Fig. 1: track usage over the die
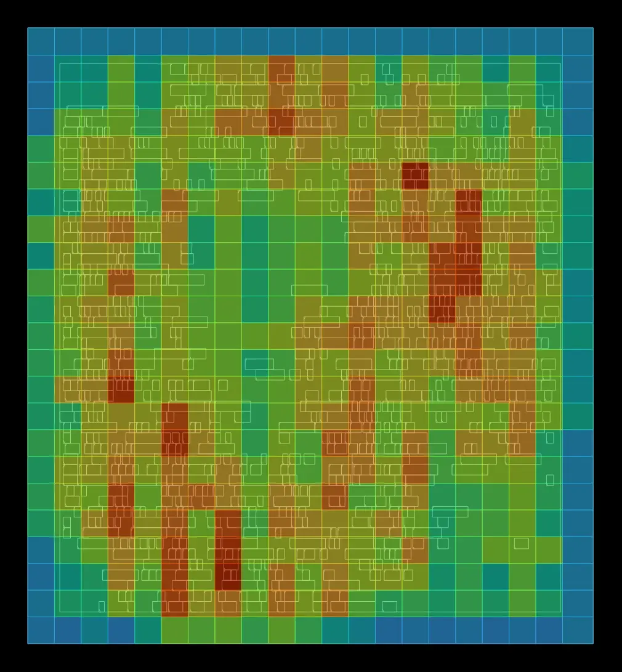
Fig. 2: sequential cells grouped by signal name
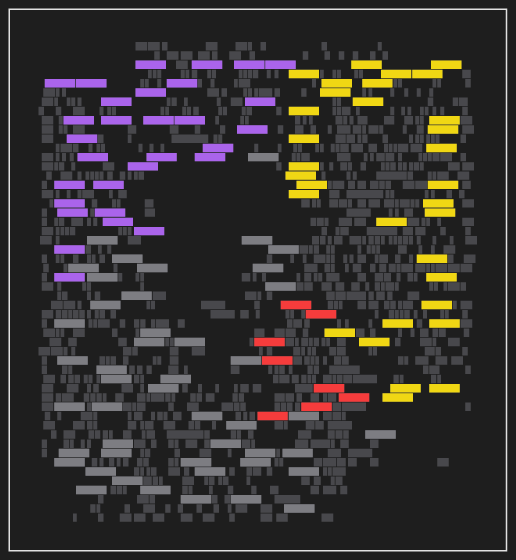
Fig. 3: met1 routing
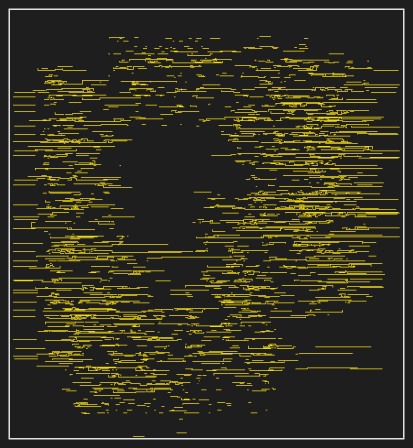
File: config.mk
export PLATFORM = sky130hd
export DESIGN_NAME = mem_access_stage
export DESIGN_NICKNAME = d
export VERILOG_FILES = /design/src/rtl/mem_access_stage.sv
export SDC_FILE = /design/constraint.sdc
export NUM_CORES = 1
export LEC_CHECK = 0
export ABC_AREA = 1
export CORE_ASPECT_RATIO = 1.1
export CORE_MARGIN = 8
export CORE_UTILIZATION = 30
export CTS_BUF_LIST = sky130_fd_sc_hd__clkbuf_4
export DETAILED_ROUTE_END_ITERATION = 16
export GPL_ROUTABILITY_DRIVEN = 1
export PLACE_DENSITY = 0.6
export SLEW_MARGIN = 5
export SYNTH_ARGS = -nofsm -noshare
export SYNTH_HDL_FRONTEND = slang
export SYNTH_SLANG_ARGS = --single-unit
export TNS_END_PERCENT = 20
File: constraint.sdc
create_clock -name clk -period 1.45 [get_ports clk]
set_input_delay 0.3625 -clock clk [delete_from_list [all_inputs] [get_ports clk]]
set_output_delay 0.3625 -clock clk [all_outputs]
set_load 0.005 [all_outputs]
File: src/rtl/mem_access_stage.sv
// mem_access_stage
// ----------------
// MEM-stage data-memory access unit. Converts the EX/MEM address, store data
// and funct3 into a single req/ack data-memory transaction. Produces the
// extended load value for MEM_to_WB. Stalls the pipeline while the access is
// outstanding.
//
// Parameters
//   TIMEOUT_CYCLES : max BUSY cycles without dmem_ack before the access is abandoned (>=1)
//   CNT_W          : timeout counter width, 2**CNT_W > TIMEOUT_CYCLES
//
// Optional feature macro
//   MEM_MISALIGN_TRAP_EN : when defined, misaligned half/word accesses skip the
//                          bus and flag misaligned_MEM in the DONE cycle.
//                          When undefined, misaligned_MEM is tied 0 and the
//                          low address bits are ignored for half/word accesses.
//
// Ports
//   clk, rst            : clock (rising edge), asynchronous active-low reset
//   valid_MEM           : valid instruction in MEM
//   mem_read_MEM        : load
//   mem_write_MEM       : store (wins if both read and write are set)
//   funct3_MEM          : RV32I load/store size/sign encoding
//   ALU_result_MEM      : effective byte address
//   write_data_MEM      : right-aligned store data
//   dmem_req/we/addr/wdata/be : registered memory request, held for all of BUSY
//   dmem_ack, dmem_rdata : memory completion pulse and read word
//   read_data_MEM       : registered, extended load result
//   mem_stall           : combinational pipeline stall
//   bus_err_MEM         : timeout flag, high only in the DONE cycle
//   misaligned_MEM      : misalignment trap flag, high only in the DONE cycle
module mem_access_stage #(
  parameter int TIMEOUT_CYCLES = 255,
  parameter int CNT_W          = 8
) (
  input  logic        clk,
  input  logic        rst,
  input  logic        valid_MEM,
  input  logic        mem_read_MEM,
  input  logic        mem_write_MEM,
  input  logic [2:0]  funct3_MEM,
  input  logic [31:0] ALU_result_MEM,
  input  logic [31:0] write_data_MEM,
  output logic        dmem_req,
  output logic        dmem_we,
  output logic [31:0] dmem_addr,
  output logic [31:0] dmem_wdata,
  output logic [3:0]  dmem_be,
  input  logic        dmem_ack,
  input  logic [31:0] dmem_rdata,
  output logic [31:0] read_data_MEM,
  output logic        mem_stall,
  output logic        bus_err_MEM,
  output logic        misaligned_MEM
);

  typedef enum logic [1:0] {IDLE, BUSY, DONE} state_t;

  state_t           state, state_next;
  logic             access;
  logic             misaligned;
  logic             expire;
  logic             start_busy;
  logic [CNT_W-1:0] timeout_cnt;
  logic [2:0]       funct3_q;
  logic [1:0]       off_q;
  logic [3:0]       be_next;
  logic [31:0]      wdata_next;
  logic [31:0]      load_value;
  logic [7:0]       byte_sel;
  logic [15:0]      half_sel;

  assign access = valid_MEM & (mem_read_MEM | mem_write_MEM);

  // funct3[1:0]: 00 byte, 01 half, 1x word (covers the undefined 011/110/111).
`ifdef MEM_MISALIGN_TRAP_EN
  assign misaligned = ((funct3_MEM[1:0] == 2'b01) & ALU_result_MEM[0]) |
                      (funct3_MEM[1] & (ALU_result_MEM[1:0] != 2'b00));
`else
  assign misaligned = 1'b0;
`endif

  // Reaching TIMEOUT_CYCLES-1 in a BUSY cycle means this is the last allowed cycle.
  assign expire     = (timeout_cnt == CNT_W'(TIMEOUT_CYCLES - 1));
  assign start_busy = (state == IDLE) & access & ~misaligned;
  assign mem_stall  = ((state == IDLE) & access) | (state == BUSY);

  always_comb begin
    state_next = state;
    case (state)
      IDLE: if (access) state_next = misaligned ? DONE : BUSY;
      BUSY: if (dmem_ack || expire) state_next = DONE;
      DONE: state_next = IDLE;
      default: state_next = IDLE;
    endcase
  end

  always_ff @(posedge clk or negedge rst) begin
    if (!rst) state <= IDLE;
    else      state <= state_next;
  end

  // Lane placement for stores; half ignores addr[0] so the unaligned case
  // behaves as aligned when the trap is disabled.
  always_comb begin
    be_next    = 4'b1111;
    wdata_next = write_data_MEM;
    case (funct3_MEM[1:0])
      2'b00: begin
        be_next    = 4'b0001 << ALU_result_MEM[1:0];
        wdata_next = {4{write_data_MEM[7:0]}};
      end
      2'b01: begin
        be_next    = 4'b0011 << {ALU_result_MEM[1], 1'b0};
        wdata_next = {2{write_data_MEM[15:0]}};
      end
      default: ;
    endcase
  end

  // Load lane extraction uses the funct3/offset captured at request time.
  always_comb begin
    byte_sel = dmem_rdata[7:0];
    case (off_q)
      2'd1:    byte_sel = dmem_rdata[15:8];
      2'd2:    byte_sel = dmem_rdata[23:16];
      2'd3:    byte_sel = dmem_rdata[31:24];
      default: byte_sel = dmem_rdata[7:0];
    endcase
    half_sel   = off_q[1] ? dmem_rdata[31:16] : dmem_rdata[15:0];
    load_value = dmem_rdata;
    case (funct3_q)
      3'b000:  load_value = {{24{byte_sel[7]}}, byte_sel};
      3'b100:  load_value = {24'd0, byte_sel};
      3'b001:  load_value = {{16{half_sel[15]}}, half_sel};
      3'b101:  load_value = {16'd0, half_sel};
      default: load_value = dmem_rdata;
    endcase
  end

  always_ff @(posedge clk or negedge rst) begin
    if (!rst) begin
      dmem_req    <= 1'b0;
      dmem_we     <= 1'b0;
      dmem_addr   <= 32'd0;
      dmem_wdata  <= 32'd0;
      dmem_be     <= 4'd0;
      funct3_q    <= 3'd0;
      off_q       <= 2'd0;
      timeout_cnt <= '0;
    end else if (start_busy) begin
      dmem_req    <= 1'b1;
      dmem_we     <= mem_write_MEM;
      dmem_addr   <= {ALU_result_MEM[31:2], 2'b00};
      dmem_wdata  <= wdata_next;
      dmem_be     <= be_next;
      funct3_q    <= funct3_MEM;
      off_q       <= ALU_result_MEM[1:0];
      timeout_cnt <= '0;
    end else if (state == BUSY) begin
      if (dmem_ack || expire) dmem_req <= 1'b0;
      else                    timeout_cnt <= timeout_cnt + 1'b1;
    end
  end

  // Status flags are set on the edge entering DONE and drop on the next edge.
  always_ff @(posedge clk or negedge rst) begin
    if (!rst) begin
      bus_err_MEM    <= 1'b0;
      misaligned_MEM <= 1'b0;
      read_data_MEM  <= 32'd0;
    end else begin
      bus_err_MEM    <= (state == BUSY) & ~dmem_ack & expire;
      misaligned_MEM <= (state == IDLE) & access & misaligned;
      if (state == BUSY && dmem_ack)
        read_data_MEM <= dmem_we ? 32'd0 : load_value;
      else if ((state == BUSY && expire) || ((state == IDLE) && access && misaligned))
        read_data_MEM <= 32'd0;
    end
  end

endmodule

==> notes.org <==
#+TITLE: Synthesis and PnR summary

** Worst setup path
- For the worst reg-to-reg path, the endpoint reported by OpenROAD is dmem_wdata[20].
- Launch point of the critical path :: state[0]
- Timing endpoint of the critical path :: mem_stall
- STA lists the maximum fanout along the critical path as 2.
- Number of cells on the worst reg-to-reg path :: 7
- STA reports a reg2reg setup slack of -0.19 ns.
- Looking at the reg2reg group, the worst path starts from state[0].
- The worst setup path is captured at an output pin.
- Req. time, crit path :: ~1.1 ns
- Crit Path Class :: register to output pin
- The worst setup path is launched from a register.

** Layout
- Post-route design area :: ~0.0084 mm^2
- In the layout the commonest cells are sky130_fd_sc_hd__nand2_1 (299), sky130_fd_sc_hd__dfrtp_1 (116), sky130_fd_sc_hd__clkdlybuf4s50_1 (103).
- Area growth, synth to finish :: 50.33%
- After the flow finishes, the layout carries non-filler instances totaling roughly 1200.
- Highest-count logic cell in the final layout :: sky130_fd_sc_hd__nand2_1

** Detailed routing
- The detail route stage leaves a number of antenna-violating nets equal to 0.
- For this run, the detailed router's first-pass iteration total came to 5.
- Number of DRC markers after the initial detailed-route iteration :: about 300

** Placement
- Worst slack at placement :: -0.6741 ns
- HPWL reported at the end of detailed placement :: about 14 mm
- Per the placement log, port buffering inserted between 200 and 250 buffers.
- Placed standard-cell area :: 0.008258 mm^2
- Counting tap cells, the placed design contains a total of approximately 1200 instances.
- Routability-driven placement congestion ratio :: about 0.9

** Global routing
- Wire length of the first global-routing pass :: approximately 30 mm
- Initial antenna violation count :: 1
- The via count of the first global-routing pass came to 5703.

** Die
- roughly 210 I/O pins were placed.
- Row Count :: 52
- The core region is between 0.015 and 0.02 mm^2.
- The initial utilization of the core area, before any placement, comes to 0.3046.
- In this run the horizontal extent of the chip is 145.9 um.
- DIE HEIGHT :: about 160 um
- After floorplanning, the die was sized to cover roughly 0.023 mm^2.

** Logic synthesis
- Yosys instantiated no cell more often than sky130_fd_sc_hd__nand2_1.
- Register area share after synthesis :: 0.5212
- By count the netlist is led by sky130_fd_sc_hd__nand2_1 (307), sky130_fd_sc_hd__dfrtp_1 (116), sky130_fd_sc_hd__o21ai_0 (64).
- Share of async-settable or async-resettable flops after synthesis :: 1.000
- Sorting the synthesized cells by area gives the leading types as sky130_fd_sc_hd__dfrtp_1 (52%), sky130_fd_sc_hd__nand2_1 (21%), sky130_fd_sc_hd__o21ai_0 (5.8%).
- Number of synthesized flops with an enable pin :: 0
- Ys cells :: ~700
- The area fraction of the largest cell type after synthesis is 0.5212.
- Leading register cell type out of synthesis :: sky130_fd_sc_hd__dfrtp_1
- In this run the cell area of the synthesized design comes to 0.005569 mm^2.
- Yosys top cell by area :: sky130_fd_sc_hd__dfrtp_1
- Post-synthesis register bit count :: about 120

** STA
- Across all hold checks on the routed design, the worst slack comes to 0.3599 ns.
- For this run, the final setup violation count is recorded as about 96.
- Timing would allow up to ~570 MHz.
- Of the available clock period, the critical path in the final layout requires 1.199.
- Setup repair after global routing could not meet its margin everywhere.
- Hold violation total from the final report :: 0
- In the post-route analysis, the smallest setup slack over all paths is -0.2893 ns.
- Period minus WS final :: between 1.5 and 2 ns

** Power and ir drop
- The power report attributes to the sequential group a share of 0.396.
- Total power for the finished layout comes to 12840 uW.
- Clock share of power :: 0.192
- Total power normalized to cell area comes to roughly 1500 mW/mm^2.
- Per report_power, the Clock row totals approximately 2500 uW.
- The analysis attributes to net switching a power of about 4700 uW.
- For the combinational group, total power comes out at about 5300 uW.
- Gate power share :: 0.412
- Internal Pwr Total :: roughly 8100 uW
- Total leakage power :: roughly 0.0044 uW
- The dominant power group in this design is combinational logic.

** Status
- The run finished, with violations left.
- The checks that failed: negative setup slack.

** Clock network
- The tree is rooted in a sky130_fd_sc_hd__clkbuf_4.
- TritonCTS built the clock tree.
- Max Buffers Root-to-Sink :: 2
- H-tree lvl count :: 4

** Worst hold path
- The worst hold path terminates at dmem_addr[15].
- The startpoint identified for the worst hold timing path is ALU_result_MEM[15].

** Flow run
- The tool flagged a number of max-cap violations equal to 0.
-- Fig. 1 (at the start) --
detail-routed net length per standard cell: 15.30 um
GR Layer Usage met1: 0.1957

-- Fig. 2 (at the start) --
| netlist name | colour | placed flops |
|---|---|---|
| `timeout_cnt` | red | 8 |
| `dmem_addr` | purple | 30 |
| `read_data_MEM` | yellow | 32 |
not coloured: 46
Sequential cell area: 0.002903 mm^2
reported sequential group power: 5090 uW
core utilization of the finished layout: 0.4579
Seq/total area: 0.3467

-- Fig. 3 (at the start) --
nets with wire on the layer: 946
main direction: horizontal
longest straight run: 44.2 um
share of all routed wire: 43%
wire length on this layer: 7990 um
DRT Wirelength: 18.79 mm
via total after detailed routing: 5499

## final cells by class
type	instances	area, um^2
Antenna cell	1	2.502
Clock buffer	17	127.6
Clock inverter	15	165.2
Fill cell	1845	9911
Inverter	40	175.2
Multi-Input combinational cell	513	2394
Sequential cell	116	2903
Tap cell	243	304.0
Timing Repair Buffer	283	2301
## per-layer routing
metal / vias up / wire, um / global-route usage
met1: 2542 / 7992 / 0.1957
met3: 20 / 1792 / 0.06680
li1: 2754 / - / -
met5: - / 0 / 0
met4: 0 / 303 / 0.04832
met2: 183 / 8706 / 0.2592
## critical path, stage by stage (launching register included)
cell and delay (ns):
sky130_fd_sc_hd__dfrtp_1 0.41, sky130_fd_sc_hd__nor2_2 0.16, sky130_fd_sc_hd__o211ai_4 0.10, sky130_fd_sc_hd__nand2_4 0.10, sky130_fd_sc_hd__buf_6 0.10
## cells by family after synthesis
logic type,Yosys count,share of synthesized area
AND-OR/OR-AND,111,0.1130
XOR/XNOR,4,0.006292
adder cells (fa/ha/maj),2,0.004493
buffers and inverters,75,0.07077
flip-flops,116,0.5212
other,1,0.0006734
AND/OR/NAND/NOR,393,0.2835
## what timing repair did
| item | in CTS | in global routing |
|---|---|---|
| setup endpoints to repair | 202 | 214 |
| hold endpoints to repair | 116 | 0 |
| buffers inserted | 10 | 2 |
| pin swaps | 2 | 11 |
| hold buffers | 1 | 0 |
| cloned | 0 | 2 |
| gates resized | 360 | 72 |
## flip-flops by register name, summed over array words and instances, names as in the netlist
| signal | flops |
|---|---|
| dmem_wdata | 32 |
| dmem_be | 4 |
| dmem_we | 1 |
| funct3_q | 3 |
| dmem_addr | 30 |
| timeout_cnt | 8 |
| off_q | 2 |
| state | 2 |
| dmem_req | 1 |
| bus_err_MEM | 1 |
| read_data_MEM | 32 |
No activity file was given, so power comes from the tool's default toggle rates.
